pdn.png
Scale: 1.5 px per um. Pins as bars on the die edge. Tap cells in grey.
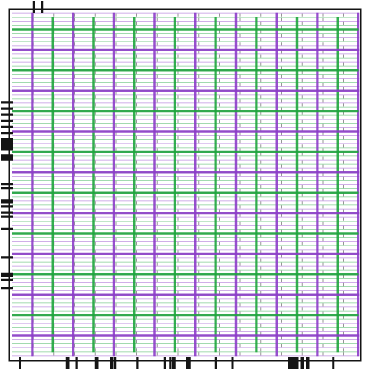
met3.png
Scale: 1 px per um.
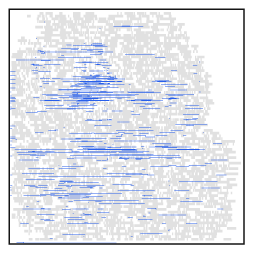
`src/rtl/fir_mac_q15_if.sv`:
```
// fir_mac_q15_if: sample, result and coefficient-load ports
// of the time-multiplexed Q15 FIR filter.
interface fir_mac_q15_if #(
   parameter int DATA_W = 16,
   parameter int COEF_W = 16,
   parameter int NTAPS  = 9
);
   localparam int AW = $clog2(NTAPS);

   logic                     in_valid;
   logic                     in_ready;
   logic signed [DATA_W-1:0] data_in;
   logic                     out_valid;
   logic                     out_ready;
   logic signed [DATA_W-1:0] filtered_output;
   logic                     sat;
   logic                     coef_we;
   logic [AW-1:0]            coef_addr;
   logic signed [COEF_W-1:0] coef_data;
   logic                     coef_ready;

   modport master (
      output in_valid, data_in, out_ready,
      output coef_we, coef_addr, coef_data,
      input  in_ready, out_valid, filtered_output,
      input  sat, coef_ready
   );

   modport slave (
      input  in_valid, data_in, out_ready,
      input  coef_we, coef_addr, coef_data,
      output in_ready, out_valid, filtered_output,
      output sat, coef_ready
   );
endinterface

```
`src/rtl/fir_mac_q15.sv`:
```
// fir_mac_q15: coefficient-programmable Q15 FIR, one tap per clock
// through a single MAC, with half-up rounding and output saturation.
module fir_mac_q15 #(
   parameter int DATA_W = 16,
   parameter int COEF_W = 16,
   parameter int NTAPS  = 9,
   parameter int FRAC   = 15,
   parameter int ACC_W  = 40
) (
   input  logic         clk,
   input  logic         reset,
   fir_mac_q15_if.slave bus
);
   localparam int AW  = $clog2(NTAPS);
   localparam int PW  = DATA_W + COEF_W;
   localparam int MID = (NTAPS - 1) / 2;

   localparam logic signed [COEF_W-1:0] C_UNITY =
      {1'b0, {(COEF_W-1){1'b1}}};
   localparam logic signed [ACC_W-1:0] OMAX =
      {{(ACC_W-DATA_W+1){1'b0}}, {(DATA_W-1){1'b1}}};
   localparam logic signed [ACC_W-1:0] OMIN =
      {{(ACC_W-DATA_W+1){1'b1}}, {(DATA_W-1){1'b0}}};
   localparam logic signed [ACC_W-1:0] HALF =
      {{(ACC_W-1){1'b0}}, 1'b1} << (FRAC - 1);
   localparam logic signed [DATA_W-1:0] YMAX =
      {1'b0, {(DATA_W-1){1'b1}}};
   localparam logic signed [DATA_W-1:0] YMIN =
      {1'b1, {(DATA_W-1){1'b0}}};

   if (NTAPS < 2 || NTAPS > 64) begin : g_ntaps_chk
      $error("fir_mac_q15: NTAPS must be 2..64");
   end
   if (ACC_W < PW + AW) begin : g_acc_chk
      $error("fir_mac_q15: ACC_W too narrow for NTAPS");
   end

   typedef enum logic [1:0] {IDLE, MAC, ROUND, OUT} state_t;

   state_t                   state_q, state_d;
   logic signed [DATA_W-1:0] x_q [NTAPS];
   logic signed [DATA_W-1:0] x_d [NTAPS];
   logic signed [COEF_W-1:0] c_q [NTAPS];
   logic signed [COEF_W-1:0] c_d [NTAPS];
   logic signed [ACC_W-1:0]  acc_q, acc_d;
   logic [AW-1:0]            k_q, k_d;
   logic signed [DATA_W-1:0] y_q, y_d;
   logic                     sat_q, sat_d;
   logic                     ov_q, ov_d;
   logic signed [PW-1:0]     prod;
   logic signed [ACC_W-1:0]  rnd;
   logic                     idle;

   assign idle = (state_q == IDLE);
   assign prod = PW'(c_q[k_q]) * PW'(x_q[k_q]);
   assign rnd  = (acc_q + HALF) >>> FRAC;

   assign bus.in_ready        = idle;
   assign bus.coef_ready      = idle;
   assign bus.out_valid       = ov_q;
   assign bus.filtered_output = y_q;
   assign bus.sat             = sat_q;

   always_comb begin
      state_d = state_q;
      x_d     = x_q;
      c_d     = c_q;
      acc_d   = acc_q;
      k_d     = k_q;
      y_d     = y_q;
      sat_d   = sat_q;
      ov_d    = ov_q;
      // out-of-range addresses match no tap and are dropped
      if (bus.coef_we && idle) begin
         for (int k = 0; k < NTAPS; k++) begin
            if (int'(bus.coef_addr) == k) c_d[k] = bus.coef_data;
         end
      end
      unique case (state_q)
         IDLE: begin
            if (bus.in_valid) begin
               x_d[0] = bus.data_in;
               for (int k = 1; k < NTAPS; k++) x_d[k] = x_q[k-1];
               acc_d   = '0;
               k_d     = '0;
               state_d = MAC;
            end
         end
         MAC: begin
            acc_d = acc_q + ACC_W'(prod);
            k_d   = k_q + AW'(1);
            if (k_q == AW'(NTAPS - 1)) state_d = ROUND;
         end
         ROUND: begin
            if (rnd > OMAX) begin
               y_d   = YMAX;
               sat_d = 1'b1;
            end else if (rnd < OMIN) begin
               y_d   = YMIN;
               sat_d = 1'b1;
            end else begin
               y_d   = rnd[DATA_W-1:0];
               sat_d = 1'b0;
            end
            ov_d    = 1'b1;
            state_d = OUT;
         end
         OUT: begin
            if (bus.out_ready) begin
               ov_d    = 1'b0;
               state_d = IDLE;
            end
         end
      endcase
   end

   always_ff @(posedge clk or posedge reset) begin
      if (reset) begin
         state_q <= IDLE;
         acc_q   <= '0;
         k_q     <= '0;
         y_q     <= '0;
         sat_q   <= 1'b0;
         ov_q    <= 1'b0;
         for (int k = 0; k < NTAPS; k++) begin
            x_q[k] <= '0;
            c_q[k] <= (k == MID) ? C_UNITY : '0;
         end
      end else begin
         state_q <= state_d;
         acc_q   <= acc_d;
         k_q     <= k_d;
         y_q     <= y_d;
         sat_q   <= sat_d;
         ov_q    <= ov_d;
         x_q     <= x_d;
         c_q     <= c_d;
      end
   end
endmodule
```
`src/flat_wrapper.sv`:
```
// flat-port wrapper written by rule: the top's interface ports become plain ports
module fir_mac_q15_flat 
#(
   parameter int DATA_W = 16,
   parameter int COEF_W = 16,
   parameter int NTAPS  = 9,
   parameter int FRAC   = 15,
   parameter int ACC_W  = 40
)
  (clk, reset, bus_in_valid, bus_data_in, bus_out_ready, bus_coef_we, bus_coef_addr, bus_coef_data, bus_in_ready, bus_out_valid, bus_filtered_output, bus_sat, bus_coef_ready);
  fir_mac_q15_if #(.DATA_W(DATA_W), .COEF_W(COEF_W), .NTAPS(NTAPS)) bus_i ();
  input  logic clk;
  input  logic reset;
  input wire logic [$bits(bus_i.in_valid)-1:0] bus_in_valid;
  input wire logic [$bits(bus_i.data_in)-1:0] bus_data_in;
  input wire logic [$bits(bus_i.out_ready)-1:0] bus_out_ready;
  input wire logic [$bits(bus_i.coef_we)-1:0] bus_coef_we;
  input wire logic [$bits(bus_i.coef_addr)-1:0] bus_coef_addr;
  input wire logic [$bits(bus_i.coef_data)-1:0] bus_coef_data;
  output wire logic [$bits(bus_i.in_ready)-1:0] bus_in_ready;
  output wire logic [$bits(bus_i.out_valid)-1:0] bus_out_valid;
  output wire logic [$bits(bus_i.filtered_output)-1:0] bus_filtered_output;
  output wire logic [$bits(bus_i.sat)-1:0] bus_sat;
  output wire logic [$bits(bus_i.coef_ready)-1:0] bus_coef_ready;
  assign bus_i.in_valid = bus_in_valid;
  assign bus_i.data_in = bus_data_in;
  assign bus_i.out_ready = bus_out_ready;
  assign bus_i.coef_we = bus_coef_we;
  assign bus_i.coef_addr = bus_coef_addr;
  assign bus_i.coef_data = bus_coef_data;
  assign bus_in_ready = bus_i.in_ready;
  assign bus_out_valid = bus_i.out_valid;
  assign bus_filtered_output = bus_i.filtered_output;
  assign bus_sat = bus_i.sat;
  assign bus_coef_ready = bus_i.coef_ready;
  fir_mac_q15 #(.DATA_W(DATA_W), .COEF_W(COEF_W), .NTAPS(NTAPS), .FRAC(FRAC), .ACC_W(ACC_W)) u_core (.clk(clk), .reset(reset), .bus(bus_i));
endmodule
```
`config.mk`:
```
export PLATFORM = sky130hd
export DESIGN_NAME = fir_mac_q15_flat
export DESIGN_NICKNAME = d
export VERILOG_FILES = /design/src/rtl/fir_mac_q15_if.sv /design/src/rtl/fir_mac_q15.sv /design/src/flat_wrapper.sv
export SDC_FILE = /design/constraint.sdc
export NUM_CORES = 2
export LEC_CHECK = 0
export ABC_AREA = 1
export CAP_MARGIN = 5
export CORE_UTILIZATION = 55
export DETAILED_ROUTE_END_ITERATION = 8
export GPL_ROUTABILITY_DRIVEN = 0
export PLACE_DENSITY = 0.71
export SETUP_SLACK_MARGIN = 0.02
export SYNTH_ARGS = -nofsm -noshare
export SYNTH_HDL_FRONTEND = slang
export SYNTH_SLANG_ARGS = --single-unit
```
`constraint.sdc`:
```
create_clock -name clk -period 14 [get_ports clk]
set_clock_uncertainty 0.05 [all_clocks]
set_input_delay 3.5 -clock clk [delete_from_list [all_inputs] [get_ports clk]]
set_output_delay 3.5 -clock clk [all_outputs]
set_load 0.05 [all_outputs]
```
==> metrics.csv <==
stage,metric,value,unit
run_status,status,"finished, final reports clean",
global_routing,initial antenna violation count,1,
final_layout,Ant. Diodes,0,
logic_synthesis,and+or+nand+nor area frac,0.1630,
floorplanning,FP Core Util,0.5578,
clock_tree,Max clock buf depth,3,
sta,setup TNS,0,ps
logic_synthesis,Post-Synthesis Net Count,4143,
placement,DP HPWL,51840,um
global_routing,Total Routing Usage GR,0.2799,
placement,# port buffers,60,
placement,dpl cell area,0.03046,mm^2
min_path,WHS Path Cells,2,
logic_synthesis,Adder Area Share,0.2763,
clock_tree,root buf cell,clkbuf_16,
logic_synthesis,Top cells by area,"dfrtp_1, fa_1, nand2_1",
job,tool warning count,35,
drt,vias,23230,
logic_synthesis,synth unique cells,48,
floorplanning,Die Area,0.05444,mm^2
job,Max-cap violations,0,
drt,Detail Route Antenna Nets,0,
drt,drt first pass iters,6,
logic_synthesis,Mean Syn Cell Area,8.063,um^2
drt,WL/cell,16.52,um
logic_synthesis,asr flop ratio synth,1.000,
final_layout,layout cell share with drive strength beyond 1,0.04295,
sta,final setup fails,0,
min_path,Worst Hold Class,register to register,
drt,DR DRC count,0,
clock_tree,clk_lat worst skew,570,ps
clock_tree,Post-CTS Setup Bufs,0,
global_routing,largest net degree at the start of global routing,165,
logic_synthesis,Flops after synth,352,
drt,routed vias/inst,5.348,
critical_path,CP startpoint kind,register,
critical_path,worst-case reg-to-reg path depth,26,
global_routing,vias in the first global route,23270,
clock_tree,cts hold-fix bufs,0,
logic_synthesis,Syn. warnings,0,
sta,final period utilization,0.6505,
placement,Placed Cells,4272,
logic_synthesis,Top-area cell share,0.2866,
critical_path,critical path depth,26,
global_routing,global-route wire length before repair,120600,um
logic_synthesis,main kind of combinational logic by area,adder cells,
clock_tree,H-tree Lvls,2,
sta,RSZ-0062 raised after global routing,false,
critical_path,max incr delay on CP,760,ps
critical_path,CP max stage cell,fa_1,
floorplanning,Core Box Area,0.05276,mm^2
logic_synthesis,Post-synth EDFFs,0,
clock_tree,"CTS clk-pin slew, worst paths",60,ps
logic_synthesis,yosys stat chip area,0.02943,mm^2
clock_tree,TritonCTS Sinks,352,
sta,"Hold Vio Cnt, Final",0,
final_layout,Layout area overhead,7.895,%
sta,Max Transition Viols Final,0,
sta,Worst Max-Slew Pin Slew,1056,ps
logic_synthesis,ys cells,3650,
logic_synthesis,yosys xor share,0.007100,
critical_path,critical path type,register to register,
final_layout,post-route cell area,0.03175,mm^2
critical_path,critical-path maximum fanout,81,
critical_path,Worst Path Arrival,9500,ps
sta,maximum clock frequency,109.8,MHz
drt,initial drt markers,1893,
sta,worst hold slack,429.2,ps
logic_synthesis,Synth area leader,dfrtp_1,
clock_tree,CTS tree,built,
floorplanning,row cnt,84,
logic_synthesis,Synth Cell Area,0.02943,mm^2
clock_tree,total CTS buffers,39,
final_layout,fin nets,4118,
sta,Worst slew margin,0.2961,
final_layout,Non-Filler Instances,4343,
logic_synthesis,sequential share of the synthesized area,0.2999,
logic_synthesis,AO/OA Area Share,0.1286,
critical_path,worst path buffer plus inverter count,8,
logic_synthesis,"mux frac, synth",0.005357,
logic_synthesis,most frequent cell after synthesis,nand2_1,
sta,Period minus WS final,9107,ps
critical_path,Worst setup EP type,register,
global_routing,Overflow after GRT,0,
critical_path,"CP delay by family, top",adder cells,
logic_synthesis,predominant post-synthesis flop cell,dfrtp_1,
logic_synthesis,most frequent cells after synthesis,"nand2_1, inv_1, o21ai_0",
clock_tree,post-CTS resize count,0,
logic_synthesis,cells after synthesis,3650,
floorplanning,Die Width,233.3,um
floorplanning,Top Ports,61,
critical_path,crit path DRT,14400,ps
floorplanning,Die Span Y,233.3,um
Back to the opening pictures, pdn.png:
- green: VDD
- purple: VSS
- signal pins: 61
- met5 straps: 16

Back to the opening pictures, met3.png:
- longest straight run: 110 um
- nets with wire on the layer: 231
- wire length on this layer: 5540 um
met3 Use GR: 0.05530
Routed WL: 71740 um

-- routing by layer --
metal | vias to the layer above | wire, um | GRT usage
met2 | 726 | 32010 | 0.4301
li1 | 11170 | - | -
met4 | 0 | 1894 | 0.08109
met1 | 11200 | 32300 | 0.4025
met3 | 134 | 5541 | 0.05530
met5 | - | 0 | 0
-- sequential cells by signal (all words and copies together), names as in the netlist --
| signal | flops |
|---|---|
| u_core.c_q | 144 |
| u_core.k_q | 4 |
| u_core.bus.sat | 1 |
| u_core.acc_q | 40 |
| u_core.state_q | 2 |
| u_core.bus.out_valid | 1 |
| u_core.x_q | 144 |
| u_core.bus.filtered_output | 16 |
-- worst paths after layout --
check / from / end / slack (ps)
hold / removal: u_core.c_q[50] / u_core.c_q[50] / 430
max in group asynchronous: reset / u_core.k_q[1] / 8930
min in group asynchronous: reset / u_core.x_q[89] / 3450
hold reg to reg: u_core.c_q[50] / u_core.c_q[50] / 430
setup / recovery: u_core.k_q[0] / u_core.acc_q[35] / 4890
setup reg to reg: u_core.k_q[0] / u_core.acc_q[35] / 4890
-- through the flow --
step                worst slack [ps]    util
CTS                             4946  0.6018
global placement                5080  0.5774
global route                    4205  0.6018
floorplan                      711.3       -
detailed placement              4954  0.5774
finish                          4893  0.6018
-- final cells by class --
class                           count  area, um^2
Inverter                          754        2838
Clock inverter                     10       100.1
Fill cell                        4796       21010
Clock buffer                       61        1190
Timing Repair Buffer               90       838.3
Tap cell                          688       860.8
Multi-Input combinational cell   2388       17090
Sequential cell                   352        8833
-- tightest hold or removal path, delay by kind of cell, from the launching register on --
kind	cells	cell delay, ps
and+or+nand+nor	1	50
AOI/OAI and AO/OA	1	60
DFF	1	340
-- cells by family (layout without fill, tap and decap cells) --
group	Yosys count	after routing
and+or+nand+nor	1207	1207
buffers and inverters	910	915
AOI/OAI and AO/OA	692	692
adders and majority gates	452	452
DFF	352	352
xor gates and xnor gates	23	23
muxes	14	14
-- placed cells by master, fill, tap and decap left out, types with 9 or more instances in the layout --
cell,instances
a32o_1,16
a31oi_1,9
nand2_2,12
o211ai_1,27
fa_1,330
nor3_1,9
mux2_2,14
a21oi_1,160
buf_4,29
xor2_1,17
o21ai_0,422
clkbuf_16,40
o221ai_1,24
nand3_1,82
dfrtp_1,334
o22ai_1,11
ha_1,122
clkbuf_8,11
clkbuf_1,10
inv_1,744
dfstp_2,15
nor2_1,259
nand2_1,813
clkdlybuf4s50_1,60
